Figure 1. Sequential cells colored by netlist name (run 1).
Bar = 10 um. Other sequential cells in the stronger gray, the rest of the logic in the fainter gray.
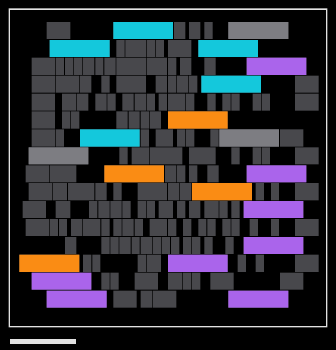
Figure 2. Routing congestion (run 1).
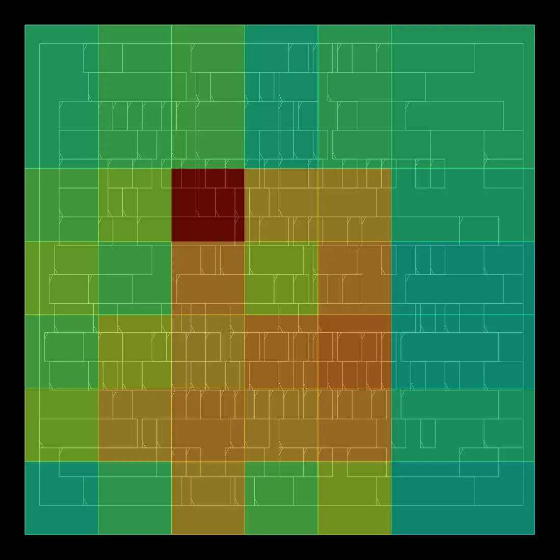
Figure 3. M2 wires (run 1).
Bar = 10 um.
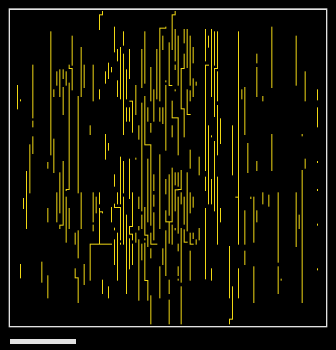
Figure 4. Logic cells by family (run 1).
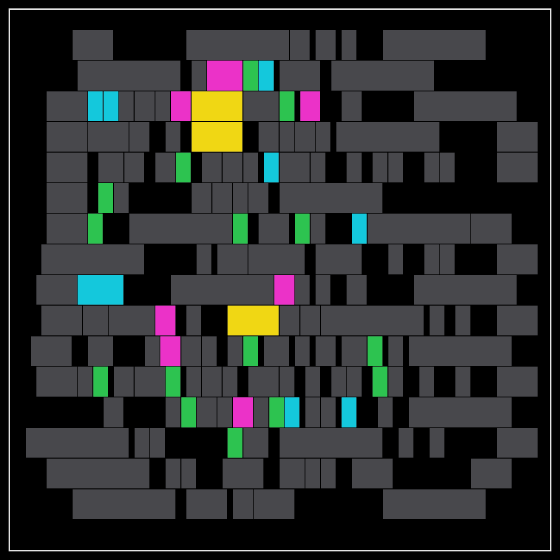
`src/rtl/rom_burst_pkg.sv`:
```
// rom_burst_pkg: shared types and helpers for the squares ROM burst reader.
// Holds FSM encoding, default geometry and the table entry function.
package rom_burst_pkg;

    localparam int ADDR_W_DEF = 4;
    localparam int DATA_W_DEF = 8;
    localparam int DEPTH      = 2 ** ADDR_W_DEF;

    typedef enum logic {
        IDLE  = 1'b0,
        BURST = 1'b1
    } state_t;

    function automatic logic [63:0] sq_entry(
        input int unsigned i,
        input int unsigned dw
    );
        logic [63:0] sq;
        sq = 64'(i) * 64'(i);
        if (dw < 64) begin
            sq = sq & ((64'd1 << dw) - 64'd1);
        end
        return sq;
    endfunction

endpackage

```
`src/rtl/rom_core.sv`:
```
// rom_core: constant squares table, entry i = (i*i) truncated to DATA_W.
// Read is combinational; the parent registers the word.
module rom_core #(
    parameter int ADDR_W = 4,
    parameter int DATA_W = 8
) (
    input  logic [ADDR_W-1:0] ptr,
    output logic [DATA_W-1:0] rdata
);
    import rom_burst_pkg::*;

    localparam int NWORDS = 1 << ADDR_W;

    logic [DATA_W-1:0] mem [NWORDS];

    for (genvar g = 0; g < NWORDS; g++) begin : g_tab
        assign mem[g] = DATA_W'(sq_entry(g, DATA_W));
    end

    assign rdata = mem[ptr];

endmodule

```
`src/rtl/rom_burst_reader.sv`:
```
// rom_burst_reader: squares ROM with a start-pulse burst engine.
// Streams len words from addr with wrap-around, valid/done handshake.
module rom_burst_reader #(
    parameter int ADDR_W = 4,
    parameter int DATA_W = 8
) (
    input  logic              clk,
    input  logic              rst_n,
    input  logic              cs,
    input  logic              rd,
    input  logic [ADDR_W-1:0] addr,
    input  logic [ADDR_W:0]   len,
    output logic [DATA_W-1:0] data_out,
    output logic              data_valid,
    output logic              done,
    output logic              busy
);
    import rom_burst_pkg::*;

    localparam logic [ADDR_W:0] LEN_MAX = {1'b1, {ADDR_W{1'b0}}};
    localparam logic [ADDR_W:0] CNT_ONE = (ADDR_W+1)'(1);

    state_t            state_q;
    state_t            state_d;
    logic [ADDR_W-1:0] ptr_q;
    logic [ADDR_W:0]   cnt_q;
    logic [ADDR_W:0]   len_eff;
    logic [DATA_W-1:0] rom_word;
    logic              start;
    logic              beat;
    logic              last;

    rom_core #(
        .ADDR_W (ADDR_W),
        .DATA_W (DATA_W)
    ) u_rom (
        .ptr   (ptr_q),
        .rdata (rom_word)
    );

    assign len_eff = (len > LEN_MAX) ? LEN_MAX : len;
    assign busy    = (state_q == BURST);

    // State register.
    always_ff @(posedge clk or negedge rst_n) begin
        if (!rst_n) begin
            state_q <= IDLE;
        end else begin
            state_q <= state_d;
        end
    end

    // Next state plus start/beat/last strobes for the datapath.
    always_comb begin
        state_d = state_q;
        start   = 1'b0;
        beat    = 1'b0;
        last    = 1'b0;
        unique case (state_q)
            IDLE: begin
                if (cs && rd && (len != '0)) begin
                    start   = 1'b1;
                    state_d = BURST;
                end
            end
            BURST: begin
                if (!cs) begin
                    state_d = IDLE;
                end else begin
                    beat = 1'b1;
                    if (cnt_q == CNT_ONE) begin
                        last    = 1'b1;
                        state_d = IDLE;
                    end
                end
            end
            default: state_d = IDLE;
        endcase
    end

    // Pointer, counter and registered outputs; data_out holds between beats.
    always_ff @(posedge clk or negedge rst_n) begin
        if (!rst_n) begin
            ptr_q      <= '0;
            cnt_q      <= '0;
            data_out   <= '0;
            data_valid <= 1'b0;
            done       <= 1'b0;
        end else begin
            data_valid <= beat;
            done       <= last;
            if (start) begin
                ptr_q <= addr;
                cnt_q <= len_eff;
            end
            if (beat) begin
                data_out <= rom_word;
                ptr_q    <= ptr_q + ADDR_W'(1);
                cnt_q    <= cnt_q - CNT_ONE;
            end
        end
    end

endmodule

```
`config.mk`:
```
export PLATFORM = sky130hd
export DESIGN_NAME = rom_burst_reader
export DESIGN_NICKNAME = d
export VERILOG_FILES = /design/src/rtl/rom_burst_pkg.sv /design/src/rtl/rom_core.sv /design/src/rtl/rom_burst_reader.sv
export SDC_FILE = /design/constraint.sdc
export NUM_CORES = 1
export LEC_CHECK = 0
export ABC_AREA = 1
export CORE_UTILIZATION = 54
export CTS_CLUSTER_SIZE = 28
export DETAILED_ROUTE_END_ITERATION = 6
export GPL_ROUTABILITY_DRIVEN = 0
export HOLD_SLACK_MARGIN = 0.1
export PLACE_DENSITY = 0.84
export SLEW_MARGIN = 5
export SYNTH_ARGS = -nofsm -noshare
export SYNTH_HDL_FRONTEND = slang
export SYNTH_HIERARCHICAL = 1
export SYNTH_SLANG_ARGS = --single-unit
```
`constraint.sdc`:
```
create_clock -name clk -period 3 [get_ports clk]
set_input_delay 0.3 -clock clk [delete_from_list [all_inputs] [get_ports clk]]
set_output_delay 0.3 -clock clk [all_outputs]
set_load 0.02 [all_outputs]
```
==> run summary, run 1 <==
largest class: multi-input combinational cells
GR Layer Usage met1: 0.306
buffers outside the clock class: 24
Final Util: 0.705
Die H: 48.0 um
Switching Share: 0.422
Yosys Instances: 150
CTS tree: built
aoi share: 0.0405
antenna viol nets, final: 0
Slowest cell on crit path: clkdlybuf4s50_1
Die Area: 2300 um2
grt total ovfl: 0
CTS resizes: 0
layout cells sized above 1: 0.0930
Initial Util: 0.576
max-slew violations: 0
reg2reg path depth: 6
Fillers: 163
Comb power: 0.591 mW
H-tree lvl count: 1
net count after synthesis: 166
GR peak layer: met2
routed wl met2: 1030 um
Simple Share, Synth: 0.382
cell area after layout: 1400 um2
synth warn: 6
hold slack: 488 ps
vias per std cell: 5.17
Ports: 24
adder share: 0.0329
Setup Crit Path Kind: reg -> out
top cells, area: dfrtp_1 (44%), nand2_1 (18%), nand3_1 (11%)
Final Critical Period: 1600 ps
initial antenna violation count: 0
area delta synth->final: 22.3%
PD cells: 883 nW/um2
die width: 48.0 um
clock group total power: 0.157 mW
max FFs per register: 8
worst slack, placed: 1250 ps
row count: 16
comb area leader: simple AND/OR/NAND/NOR gates
Crit path required time: 2700 ps
Top-area cell share: 0.438
Comb/total area: 0.381
RSZ-0062 raised after global routing: no
Setup Buffers After CTS: 0
final worst-path cycle share: 0.534
worst hold path class: reg -> reg
count leader, synth: nand2_1
routed wl met3: 138 um
DP Cell Count: 195
Clk pwr share: 0.127
Stages on worst setup path: 1
top cells by count, synth: nand2_1 (54), nand3_1 (24), dfrtp_1 (20), inv_1 (13), nor2_1 (7)
outcome: completed
asr flop ratio synth: 1.00
largest net degree at the start of global routing: 22
Layout Nets: 189
number of global-route vias before repair: 839
tally of OpenROAD warnings: 27
crit path cell chain: clkdlybuf4s50_1
Flops: 20
largest register by flop count: data_out
worst path buffer plus inverter count: 1
hold path cells: 2
Post-Syn Instances: 150
Power Sequential: 0.487 mW
mux frac, synth: 0
clock transition at the registers of the reported paths: 120 ps
main flop type: dfrtp_1
final setup skew: 3.12 ps
worst slew pin tran: 899 ps
highest routed layer: met4
Largest delay share family, worst path: buffers and inverters
share of power burned in registers: 0.394
hold_buf cts: 0
Regs by FF count: data_out: 8 flops, cnt_q: 5 flops, ptr_q: 4 flops
Final setup violation count: 0
r2r endpoint: ptr_q[2]
EDFF count, synth: 0
drt initial violations: 27
final setup TNS: 0 ps
TritonRoute pass-1 iters: 4
Post-DP HPWL: 1530 um
yosys stat area: 1140 um2
met1 WL: 1000 um
NonClk Buf Share: 0.170
ys flops: 20
Post-Synth XOR/XNOR Area: 0.00767
LEAKAGE: 0.725 nW
invs w/o clock: 15
#MultiIn Comb: 109
Fin. Hold Viols: 0
final-layout clock buffer total: 4
root buffer cell: clkbuf_4
number of port buffers: 23
CP endpoint kind: output port
switching power: 0.520 mW
clk_lat worst skew: 300 ps
worst relative slew slack: 0.399
f_max: 625 MHz
dominant logic cell types in the final layout: nand2_1 (54), nand3_1 (24), clkdlybuf4s50_1 (23)
Min-Delay Endpoint: data_out[0]
internal power: 0.714 mW
Synth area leader: dfrtp_1
Startpoint Class: register
Max-cap violations: 0
crit path from: busy
FF-to-FF Start: ptr_q[0]
Arrival @ worst endpoint: 1300 ps
CTS Buf Count: 3
About Figure 1:
legend:
  cyan:
    signal: `cnt_q`
    flops: 5
  purple:
    signal: `data_out`
    flops: 8
  orange:
    signal: `ptr_q`
    flops: 4
    where: middle

About Figure 2:
met2 usage: 0.351
drt wl/cell: 11.0 um
met3 Use GR: 0.0340
GRT Overall Usage: 0.220

About Figure 3:
share of all routed wire: 47%
nets with wire on the layer: 144
Routed WL: 2190 um
routed vias: 1028

About Figure 4:
legend:
  cyan:
    family: NOR gates
    cells: 8
  magenta:
    family: inverting AOI/OAI gates
    cells: 7
  green:
    family: inverters
    cells: 15
  yellow:
    family: adder and majority cells
    cells: 3
Non-Filler Instances: 199
most numerous logic cell after layout: nand2_1

==> run 2, diff against run 1 <==
--- a/config.mk
+++ b/config.mk
@@ -6,12 +6,12 @@
 export NUM_CORES = 1
 export LEC_CHECK = 0
 export ABC_AREA = 1
-export CORE_UTILIZATION = 54
+export CORE_UTILIZATION = 45
 export CTS_CLUSTER_SIZE = 28
 export DETAILED_ROUTE_END_ITERATION = 6
 export GPL_ROUTABILITY_DRIVEN = 0
 export HOLD_SLACK_MARGIN = 0.1
-export PLACE_DENSITY = 0.84
+export PLACE_DENSITY = 0.75
 export SLEW_MARGIN = 5
 export SYNTH_ARGS = -nofsm -noshare
 export SYNTH_HDL_FRONTEND = slang
==> constraint.sdc (replaced) <==
create_clock -name clk -period 1.3 [get_ports clk]
set_input_delay 0.13 -clock clk [delete_from_list [all_inputs] [get_ports clk]]
set_output_delay 0.13 -clock clk [all_outputs]
set_load 0.02 [all_outputs]
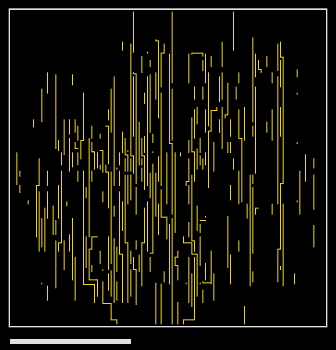
Figure 5: run 2, M2 wires.
Bar = 20 um.
nets with wire on the layer: 159
main direction: vertical
share of all routed wire: 53%
wire length on this layer: 1260 um
longest straight run: 21.1 um
routed vias: 1057
met2 usage: 0.378

==> run 2 against run 1 <==
Final area rose by 3.5%. Count of clock-buffer cells in the layout fell by 1. Synthesized area did not move. Clock skew rose by 2.4 ps. Routed wire length rose by 9.2%. Hold slack got worse by 330 ps. Utilization fell by 7.6 points. First-iteration DRC count rose by 100%. Critical path type is now reg -> reg.
==> run summary, run 2 <==
reg2reg path depth: 6
final-layout clock buffer total: 3
count leader, synth: nand2_1
area delta synth->final: 26.6%
largest class: multi-input combinational cells
most numerous logic cell after layout: nand2_1
buffers outside the clock class: 31
ys flops: 20
final setup skew: 5.52 ps
CTS Buf Count: 3
Switching Share: 0.436
comb area leader: simple AND/OR/NAND/NOR gates
largest register by flop count: data_out
Regs by FF count: data_out: 8 flops, cnt_q: 5 flops, ptr_q: 4 flops
Max-cap violations: 0
number of port buffers: 23
final setup TNS: 0 ps
routed wl met2: 1260 um
Fin. Hold Viols: 0
top cells by count, synth: nand2_1 (54), nand3_1 (24), dfrtp_1 (20), inv_1 (13), nor2_1 (7)
asr flop ratio synth: 1.00
GR Layer Usage met1: 0.228
Ports: 24
worst hold path class: in -> async
Stages on worst setup path: 6
max FFs per register: 8
die width: 52.4 um
largest net degree at the start of global routing: 29
antenna viol nets, final: 0
yosys stat area: 1140 um2
Arrival @ worst endpoint: 1400 ps
Routed WL: 2400 um
row count: 17
Comb power: 1.43 mW
Crit path required time: 1500 ps
GRT Overall Usage: 0.204
crit path cell chain: inv_1 -> ha_1 -> xnor2_1 -> o21ai_0 -> nand2_1 -> nand2_1
worst slack, placed: -38.7 ps
top cells, area: dfrtp_1 (44%), nand2_1 (18%), nand3_1 (11%)
Final Critical Period: 1200 ps
hold slack: 159 ps
outcome: completed
mux frac, synth: 0
initial antenna violation count: 0
adder share: 0.0329
Startpoint Class: register
dominant logic cell types in the final layout: nand2_1 (54), nand3_1 (23), dfrtp_1 (20)
main flop type: dfrtp_1
GR peak layer: met2
PD cells: 1940 nW/um2
drt wl/cell: 11.6 um
clock transition at the registers of the reported paths: 110 ps
Die H: 52.4 um
H-tree lvl count: 1
invs w/o clock: 15
highest routed layer: met4
EDFF count, synth: 0
CTS tree: built
CP endpoint kind: register
switching power: 1.22 mW
crit path from: cnt_q[0]
Layout Nets: 196
Final setup violation count: 0
Setup Crit Path Kind: reg -> reg
Die Area: 2740 um2
drt initial violations: 54
Final Util: 0.630
DP Cell Count: 203
clk_lat worst skew: 300 ps
CTS resizes: 11
f_max: 831 MHz
net count after synthesis: 166
cell area after layout: 1450 um2
Non-Filler Instances: 206
aoi share: 0.0405
FF-to-FF Start: cnt_q[0]
RSZ-0062 raised after global routing: no
Power Sequential: 1.09 mW
Post-Synth XOR/XNOR Area: 0.00767
routed wl met3: 119 um
share of power burned in registers: 0.388
layout cells sized above 1: 0.135
Fillers: 211
max-slew violations: 0
Simple Share, Synth: 0.382
worst path buffer plus inverter count: 1
Largest delay share family, worst path: flip-flops
#MultiIn Comb: 109
met1 WL: 986 um
final worst-path cycle share: 0.925
clock group total power: 0.289 mW
No activity file was given, so power comes from the tool's default toggle rates.
